==> run_1/metal_stack.png <==
Drawn at 3 px/um.
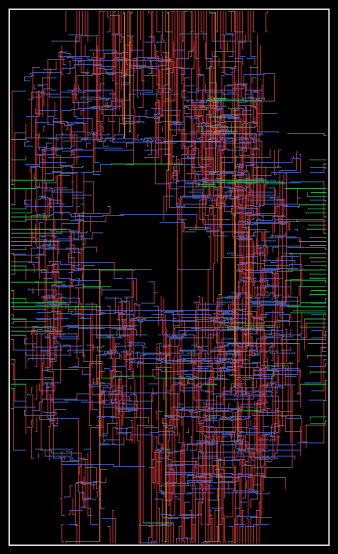
==> run_1/met4.png <==
Drawn at 3 px/um.
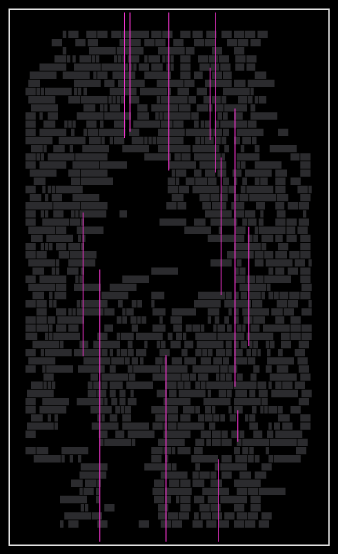
==> run_1/clock_map.png <==
Drawn at 2 px/um.
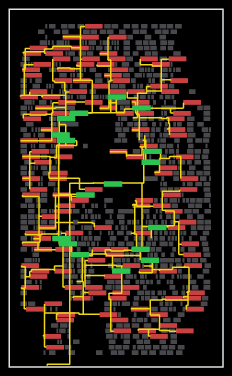
==> config.mk <==
export PLATFORM = sky130hd
export DESIGN_NAME = fetch_unit
export DESIGN_NICKNAME = d
export VERILOG_FILES = /design/src/rtl/fetch_unit_pkg.sv /design/src/rtl/fetch_unit_pc_adder.sv /design/src/rtl/fetch_unit.sv
export SDC_FILE = /design/constraint.sdc
export NUM_CORES = 1
export LEC_CHECK = 0
export CORE_ASPECT_RATIO = 1.75
export CORE_MARGIN = 5
export CORE_UTILIZATION = 43
export CTS_CLUSTER_DIAMETER = 80
export DETAILED_ROUTE_END_ITERATION = 8
export PLACE_DENSITY = 0.8
export SETUP_SLACK_MARGIN = 0.05
export SLEW_MARGIN = 40
export SYNTH_ARGS = -nofsm -noshare
export SYNTH_HDL_FRONTEND = slang
export SYNTH_SLANG_ARGS = --single-unit
export TNS_END_PERCENT = 10
==> constraint.sdc <==
create_clock -name clk -period 4.4 [get_ports clk]
set_input_delay 0.88 -clock clk [delete_from_list [all_inputs] [get_ports clk]]
set_output_delay 0.88 -clock clk [all_outputs]
set_load 0.01 [all_outputs]
==> flow_summary.json, run 1 <==
{
  "status": "finished clean",
  "synth_chip_area_mm2": 0.00695,
  "dr.pass1.iters": 4,
  "clkTransAtPathRegs_ps": 60,
  "grt_pass1_wl_um": 30100,
  "clkLatencyLatePin_ps": 410,
  "chipArea_mm2": 0.0189,
  "final_antenna_net_count": 0,
  "mux_share": 0.121,
  "yosys_cells": 673,
  "syn_to_final_growth_pct": 35.8,
  "synth_area_per_cell_um2": 10.3,
  "hold_viol": 0,
  "cts_buffer_depth": 2,
  "grt_max_degree": 66,
  "cts-buffers-inserted": 17,
  "portBuffers": 192,
  "cp.depth": 6,
  "cpPeakStageDelay_ps": 610,
  "hold_depth": 2,
  "top_layer": "met4",
  "worstRegToRegCells": 7,
  "hp-class": "flip-flop to flip-flop",
  "syn_area_mm2": 0.00695,
  "end_kind": "output pin",
  "final_cell_mix": "clkdlybuf4s50_1, dfrtp_1, nand2_1",
  "worst-path-buf-inv": 1,
  "ys_warn_count": 0,
  "met1_length_um": 6720,
  "hpwl_um": 13500,
  "cts_setup_buffers": 0,
  "seq_area_frac": 0.366,
  "setup-violations-final": 0,
  "lay_top_count": "clkdlybuf4s50_1",
  "drc": 0,
  "antenna_found_initial": 2,
  "slowest_stage": "nor4_2",
  "warning_count": 31,
  "cts_tree": "built",
  "cts_hold_buf": 0,
  "core_region_area_mm2": 0.0159,
  "tns_ps": 0,
  "fp.dieW_um": 106,
  "synth_cell_types": 55,
  "dr_wl_met3_um": 979,
  "maxSlewHeadroom": 0.437,
  "overflow": 0,
  "worst_pin_slew_ps": 827,
  "dp.cells": 995,
  "clock_buffers": 18,
  "comb_area_frac": 0.324,
  "htreeDepth": 4,
  "worst_ep_arrival_time_ps": 2930,
  "dr_wl_met2_um": 10300,
  "logic_gate_count": 457,
  "ys_sh_xor": 0.0378,
  "postSynthSeqShare": 0.497,
  "met3_usage": 0.0391,
  "regArea_mm2": 0.00345,
  "ys_sh_simple": 0.165,
  "synth-edff-count": 0,
  "clkCellAreaFrac": 0.0648,
  "aoi_share": 0.101
}
About metal_stack.png:
Orange stands for met4, wire length 625 um. Red stands for met2, wire length 10300 um. Green stands for met3, wire length 980 um. Blue stands for met1, wire length 6720 um.
Tot GR Track Use: 0.202
WL per Instance: 18.1 um
WL final: 18700 um

About met4.png:
13 nets have wire on it. The layer carries 625 um of wire. The longest straight run is 92.5 um. The layer holds 3.4% of the routed length.
Via Count: 5578

About clock_map.png:
Green stands for cells driving clock nets, count 17. Yellow stands for clock wires, length 1820 um. Red stands for flip-flops, count 138.
Position of the flops: all over the die.
Clk. pwr: 1490 uW
clock skew: 20.3 ps

-- run 1: per-stage QoR --
step	total power, uW	worst slack [ps]	util	cell area, um2	hold slack [ps]
floorplan	3960	1800	-	6970	433
global placement	5200	1040	0.554	8800	441
detailed placement	5290	1010	0.554	8800	446
CTS	6810	557	0.593	9410	462
global route	7160	382	0.594	9440	475
finish	6740	585	0.594	9440	460
-- run 1: power by group --
part           switching [uW]  internal (uW)
Sequential                523           1820
Combinational            1280           1630
Clock                     585            906
-- run 1: worst reg2reg max path, stage by stage (launching register included) --
cell and delay, ps:
dfrtp_1 380, inv_1 100, ha_1 440, mux2i_4 790
buf_4 320, a221o_1 150, o21a_1 130, o22a_1 120
## Run 2: what changed since run 1
- GPL_ROUTABILITY_DRIVEN: default -> 0
==> run_2/final_congestion.png <==
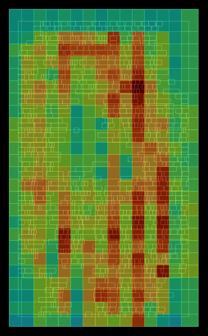
final core occ: 0.594
met1 GRT Util: 0.218
M3 GR Usage: 0.0391

==> run_2/metal_stack.png <==
Drawn at 3 px/um.
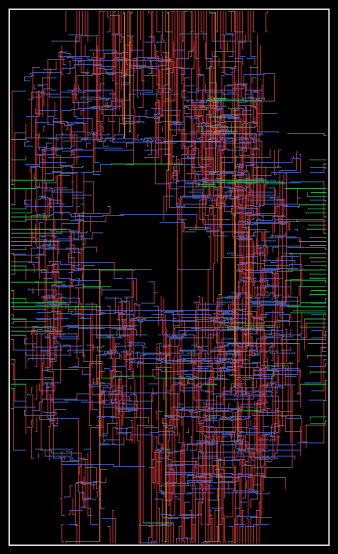
Blue stands for met1, wire length 6720 um. Green stands for met3, wire length 980 um. Red stands for met2, wire length 10300 um. Orange stands for met4, wire length 625 um.

==> run 2 against run 1 <==
Cell area unchanged. Synthesized cell count unchanged. Clock skew did not move. Sequential cell count unchanged. Fmax unchanged. Combinational power about the same. Via count did not move. Total power is the same. Core utilization unchanged. Critical endpoint unchanged.
==> flow_summary.json, run 2 <==
{
  "aoi_share": 0.101,
  "worst-path-buf-inv": 1,
  "place_ws_ps": 1010,
  "cts-buffers-inserted": 17,
  "final_cell_mix": "clkdlybuf4s50_1, dfrtp_1, nand2_1",
  "met1_length_um": 6720,
  "clkTransAtPathRegs_ps": 60,
  "synth_cell_types": 55,
  "worst_pin_slew_ps": 827,
  "maxSlewHeadroom": 0.437,
  "postSynthSeqShare": 0.497,
  "grt_use_total": 0.202,
  "dr.pass1.iters": 4,
  "synth_area_per_cell_um2": 10.3,
  "end_kind": "output pin",
  "final_cell_area_mm2": 0.00944,
  "syn_area_mm2": 0.00695,
  "dr_wl_met3_um": 979,
  "cp.depth": 6,
  "vias": 5578,
  "chipArea_mm2": 0.0189,
  "grt_pass1_wl_um": 30100,
  "worstRegToRegCells": 7,
  "antenna_found_initial": 2,
  "fin_skew_ps": 20.3,
  "dr_wl_met2_um": 10300,
  "synth-edff-count": 0,
  "syn_to_final_growth_pct": 35.8,
  "status": "finished clean",
  "hp-class": "flip-flop to flip-flop",
  "yosys_cells": 673,
  "tns_ps": 0,
  "fp.dieW_um": 106,
  "hold_viol": 0,
  "wire_per_inst_um": 18.1,
  "warning_count": 31,
  "portBuffers": 192,
  "holdWs_ps": 460,
  "top_layer": "met4",
  "slowest_stage": "nor4_2",
  "cts_buffer_depth": 2,
  "routed_wl_um": 18700,
  "cts_hold_buf": 0,
  "worst_ep_arrival_time_ps": 2930,
  "overflow": 0,
  "drc": 0,
  "final_antenna_net_count": 0,
  "hpwl_um": 13500,
  "grt_max_degree": 66,
  "cpPeakStageDelay_ps": 610,
  "mux_share": 0.121,
  "htreeDepth": 4,
  "ys_sh_xor": 0.0378,
  "fin_total_pwr_uw": 6740,
  "core_region_area_mm2": 0.0159
}
==> run_2/clock_map.png <==
Drawn at 2 px/um.
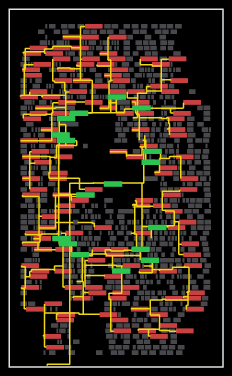
Red stands for flip-flops, count 138. Yellow stands for clock wires, length 1820 um. Green stands for cells driving clock nets, count 17.
There are 18 routed clock nets.
Skew-Pair Late Insertion Delay: 410 ps
Clk network pwr share: 0.221

## run 2: power by group
part	internal, uW	total, uW	switching (uW)
registers	1820	2350	523
logic	1630	2900	1280
clock network	906	1490	585
## run 2: cell families (layout without fill, tap and decap cells)
| logic type | Yosys count | after routing |
|---|---|---|
| flops | 138 | 138 |
| other cells | 1 | 8 |
| buf+inv | 83 | 244 |
| xor+xnor | 30 | 30 |
| mux | 76 | 76 |
| simple gates | 231 | 231 |
| fa+ha+maj | 6 | 6 |
| compound gates | 108 | 108 |
## run 2: cell type report
cell class | count | share of cell area
Multi-Input combinational cell | 457 | 0.324
Timing Repair Buffer | 201 | 0.215
Clock buffer | 18 | 0.0455
Sequential cell | 138 | 0.366
Clock inverter | 14 | 0.0194
Inverter | 11 | 0.00477
Tap cell | 189 | 0.0251
Antenna cell | 2 | 0.000530
Power and IR drop assume default switching activity.
